Figure 1. The metal 1 layer.
Bar = 20 um. Cells faint in the background.
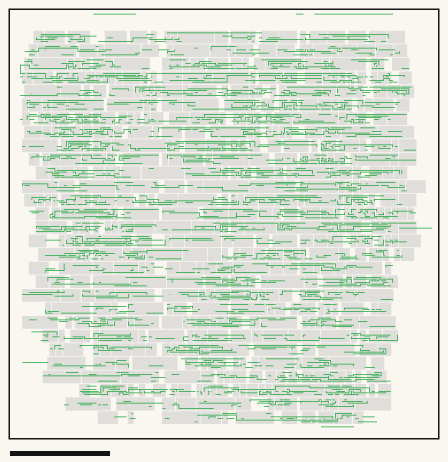
Figure 2. The metal 2 layer.
Bar = 20 um. Cells faint in the background.
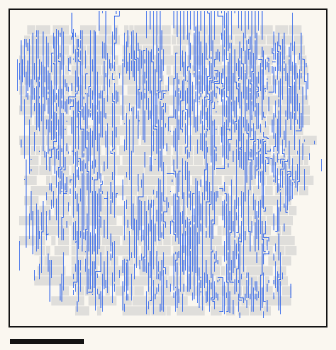
Figure 3. Metal 3.
Bar = 20 um. Cells faint in the background.
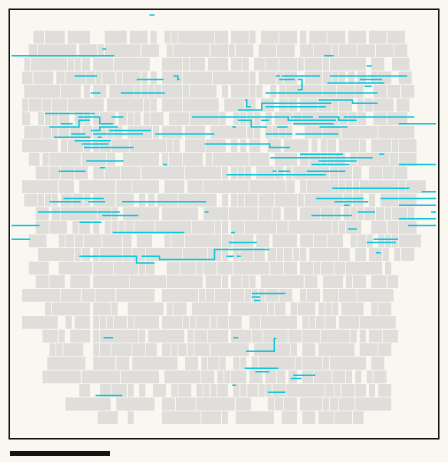
Figure 4. Metal 4.
Bar = 20 um.
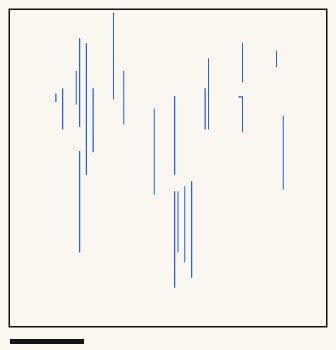
Figure 5. Congestion heat map.
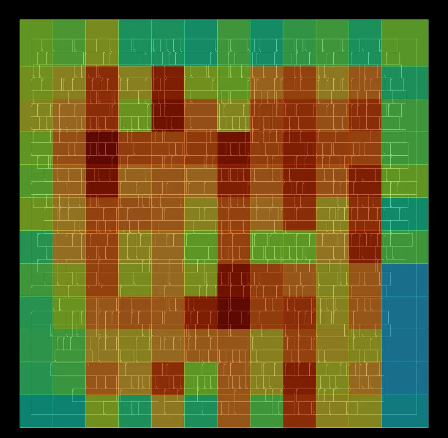
File: config.mk
export PLATFORM = sky130hd
export DESIGN_NAME = disp_seq_ctrl
export DESIGN_NICKNAME = d
export VERILOG_FILES = /design/src/rtl/disp_seq_ctrl.sv
export SDC_FILE = /design/constraint.sdc
export NUM_CORES = 1
export LEC_CHECK = 0
export ABC_AREA = 1
export CAP_MARGIN = 20
export CORE_MARGIN = 2
export CORE_UTILIZATION = 49
export CTS_BUF_LIST = sky130_fd_sc_hd__clkbuf_8 sky130_fd_sc_hd__clkbuf_16
export CTS_CLUSTER_SIZE = 24
export DETAILED_ROUTE_END_ITERATION = 12
export PLACE_DENSITY = 0.74
export SETUP_SLACK_MARGIN = 0.3
export SKIP_CTS_REPAIR_TIMING = 1
export SLEW_MARGIN = 30
export SYNTH_ARGS = -nofsm -noshare
export SYNTH_HDL_FRONTEND = slang
export SYNTH_SLANG_ARGS = --single-unit
File: constraint.sdc
create_clock -name CLK -period 1.7 [get_ports CLK]
set_input_delay 0.34 -clock CLK [delete_from_list [all_inputs] [get_ports CLK]]
set_output_delay 0.34 -clock CLK [all_outputs]
set_load 0.05 [all_outputs]
File: src/rtl/disp_seq_ctrl.sv
// disp_seq_ctrl: single-clock sequencer for a two-digit 7-segment display.
// It generates the digit dwell tick and scans the low and high digits. It
// debounces the "next source" button. It round-robins among NSRC byte-wide
// sources, and latches one sample per frame so both digits always agree.
module disp_seq_ctrl #(
  parameter int TICK_DIV = 2500000,
  parameter int DB_LEN   = 1250000,
  parameter int NSRC     = 4,
  parameter int SW       = $clog2(NSRC)
) (
  input  logic              CLK,
  input  logic              RST,
  input  logic              BTN_NEXT,
  input  logic [NSRC-1:0]   SRC_VALID,
  input  logic [8*NSRC-1:0] SRC_DATA,
  output logic              DIGIT_SEL,
  output logic [3:0]        NIBBLE,
  output logic              BLANK,
  output logic [SW-1:0]     SRC_SEL,
  output logic              FRAME_TICK
);

  localparam int CW  = (TICK_DIV > 1) ? $clog2(TICK_DIV) : 1;
  localparam int DBW = (DB_LEN > 1) ? $clog2(DB_LEN) : 1;
  localparam logic [CW-1:0]  TICK_LAST = CW'(TICK_DIV - 1);
  localparam logic [DBW-1:0] DB_LAST   = DBW'(DB_LEN - 1);

  typedef enum logic {S_LOW = 1'b0, S_HIGH = 1'b1} scan_state_t;

  // Search order starts one past the current source and wraps, so the current
  // source is considered last. The MSB of the result flags "a valid source exists".
  function automatic logic [SW:0] f_next_src(input logic [SW-1:0] cur,
                                             input logic [NSRC-1:0] valid);
    logic [SW:0] res;
    int          c;
    res = '0;
    for (int i = 1; i <= NSRC; i++) begin
      c = int'(cur) + i;
      if (c >= NSRC) begin
        c = c - NSRC;
      end
      if (!res[SW] && valid[SW'(c)]) begin
        res = {1'b1, SW'(c)};
      end
    end
    return res;
  endfunction

  logic [CW-1:0]  r_cnt;
  scan_state_t    r_state;
  logic           r_sync1;
  logic           r_sync2;
  logic           r_db_level;
  logic [DBW-1:0] r_db_cnt;
  logic           r_pending;
  logic [SW-1:0]  r_src_sel;
  logic [7:0]     r_snap;
  logic           r_blank;
  logic           r_frame_tick;

  logic           w_tick;
  logic           w_boundary;
  logic           w_db_diff;
  logic           w_db_fire;
  logic           w_next_req;
  logic           w_need_search;
  logic [SW:0]    w_srch;
  logic [SW-1:0]  w_new_sel;
  logic [7:0]     w_new_data;

  // Tick, debounce-event and next-source decode from current register state.
  always_comb begin
    w_tick        = (r_cnt == TICK_LAST);
    w_boundary    = w_tick && (r_state == S_HIGH);
    w_db_diff     = (r_sync2 != r_db_level);
    w_db_fire     = w_db_diff && (r_db_cnt == DB_LAST);
    w_next_req    = w_db_fire && r_sync2;
    w_need_search = r_pending || w_next_req || !SRC_VALID[r_src_sel];
    w_srch        = f_next_src(r_src_sel, SRC_VALID);
    if (w_need_search && w_srch[SW]) begin
      w_new_sel = w_srch[SW-1:0];
    end else begin
      w_new_sel = r_src_sel;
    end
    w_new_data = 8'h00;
    for (int i = 0; i < NSRC; i++) begin
      if (SW'(i) == w_new_sel) begin
        w_new_data = SRC_DATA[8*i +: 8];
      end else begin
        w_new_data = w_new_data;
      end
    end
  end

  // Digit dwell counter, wraps to zero on each tick.
  always_ff @(posedge CLK) begin
    if (RST) begin
      r_cnt <= '0;
    end else if (w_tick) begin
      r_cnt <= '0;
    end else begin
      r_cnt <= r_cnt + 1'b1;
    end
  end

  // Button synchronizer and stability counter; any bounce restarts the count.
  always_ff @(posedge CLK) begin
    if (RST) begin
      r_sync1    <= 1'b0;
      r_sync2    <= 1'b0;
      r_db_level <= 1'b0;
      r_db_cnt   <= '0;
    end else begin
      r_sync1 <= BTN_NEXT;
      r_sync2 <= r_sync1;
      if (w_db_fire) begin
        r_db_level <= r_sync2;
        r_db_cnt   <= '0;
      end else if (w_db_diff) begin
        r_db_cnt <= r_db_cnt + 1'b1;
      end else begin
        r_db_cnt <= '0;
      end
    end
  end

  // Scan FSM plus per-frame source choice, snapshot and blanking.
  always_ff @(posedge CLK) begin
    if (RST) begin
      r_state      <= S_LOW;
      r_pending    <= 1'b0;
      r_src_sel    <= '0;
      r_snap       <= 8'h00;
      r_blank      <= 1'b1;
      r_frame_tick <= 1'b0;
    end else begin
      r_frame_tick <= w_boundary;
      case (r_state)
        S_LOW:   r_state <= w_tick ? S_HIGH : S_LOW;
        S_HIGH:  r_state <= w_tick ? S_LOW : S_HIGH;
        default: r_state <= S_LOW;
      endcase
      if (w_boundary) begin
        // A request arriving in this very cycle is folded into w_need_search.
        r_src_sel <= w_new_sel;
        r_snap    <= w_new_data;
        r_blank   <= ~|SRC_VALID;
        r_pending <= 1'b0;
      end else if (w_next_req) begin
        r_pending <= 1'b1;
      end else begin
        r_pending <= r_pending;
      end
    end
  end

  // Outputs are registers or a zero-latency function of registers only.
  always_comb begin
    DIGIT_SEL  = (r_state == S_HIGH);
    BLANK      = r_blank;
    SRC_SEL    = r_src_sel;
    FRAME_TICK = r_frame_tick;
    if (r_blank) begin
      NIBBLE = 4'h0;
    end else if (r_state == S_HIGH) begin
      NIBBLE = r_snap[7:4];
    end else begin
      NIBBLE = r_snap[3:0];
    end
  end

endmodule

==> results.ini <==
[critical_path]
cp_cell_sequence=ha_4, nand2_2, nor2_2, inv_2, nor4_4, inv_1, nor4_2, ha_2, nand2_4, inv_8, nand2_1, inv_1, nand2_1, nand2_1
r2r-start=r_cnt[0]$_SDFF_PP0_
endpoint=r_snap[4]$_SDFFE_PP0P_

[routing]
post_drt_via_cell_ratio=5.59
drtIter0Drc=276

[synthesis]
syn-cell-area_sq_um=3270
edf_count=0

[cells_and_area]
num-clock-buffers=11
fill_cells=317
fin_area_sq_um=5430
logic_gates=343

[floorplan]
core_sq_um=6390

[timing]
tightest_slew_ns=0.299
period_used_share=1.28
fin_ws_ns=-0.473
finalHoldViolCount=0
setup_viol=27

[run_status]
outcome=complete, but fails checks
violations=setup timing

[placed_design]
dpl.cell_count=668

Notes on Figure 1 above:
- wire length on this layer: 4450 um
- longest straight run: 24.8 um
- main direction: horizontal

Notes on Figure 2 above:
- wire length on this layer: 5980 um
- longest straight run: 38.8 um
- main direction: vertical
- share of all routed wire: 52%
- nets with wire on the layer: 613
routed vias: 3954
WL final: 11500 um
M2 GR Usage: 0.381

Notes on Figure 3 above:
- wire length on this layer: 731 um
- share of all routed wire: 6.3%
- nets with wire on the layer: 85

Notes on Figure 4 above:
- main direction: vertical
- wire length on this layer: 370 um

Notes on Figure 5 above:
gr busiest metal: met2
GR Util met3: 0.0481

[flip-flops by register name, indices dropped and copies added (netlist names)]
signal and count:
BLANK 1, DIGIT_SEL 1, FRAME_TICK 1, SRC_SEL 2, r_cnt 22, r_db_cnt 21, r_db_level 1, r_pending 1
r_snap 8, r_sync1 1, r_sync2 1
[cell families after synthesis]
family | share of synthesized area
AND/OR/NAND/NOR | 0.397
buffers and inverters | 0.105
flip-flops | 0.368
AND-OR/OR-AND | 0.0915
XOR/XNOR | 0.0268
adder cells (fa/ha/maj) | 0.0115
[power by group through the flow]
stage	registers, mW	clock network [mW]	logic [mW]
3_5_place_dp	1.45	0	0.301
3_3_place_gp	1.45	0	0.296
2_1_floorplan	1.45	0	0.155
6_report	1.42	1.19	0.397
5_1_grt	1.42	1.26	0.420
4_1_cts	1.42	1.18	0.303
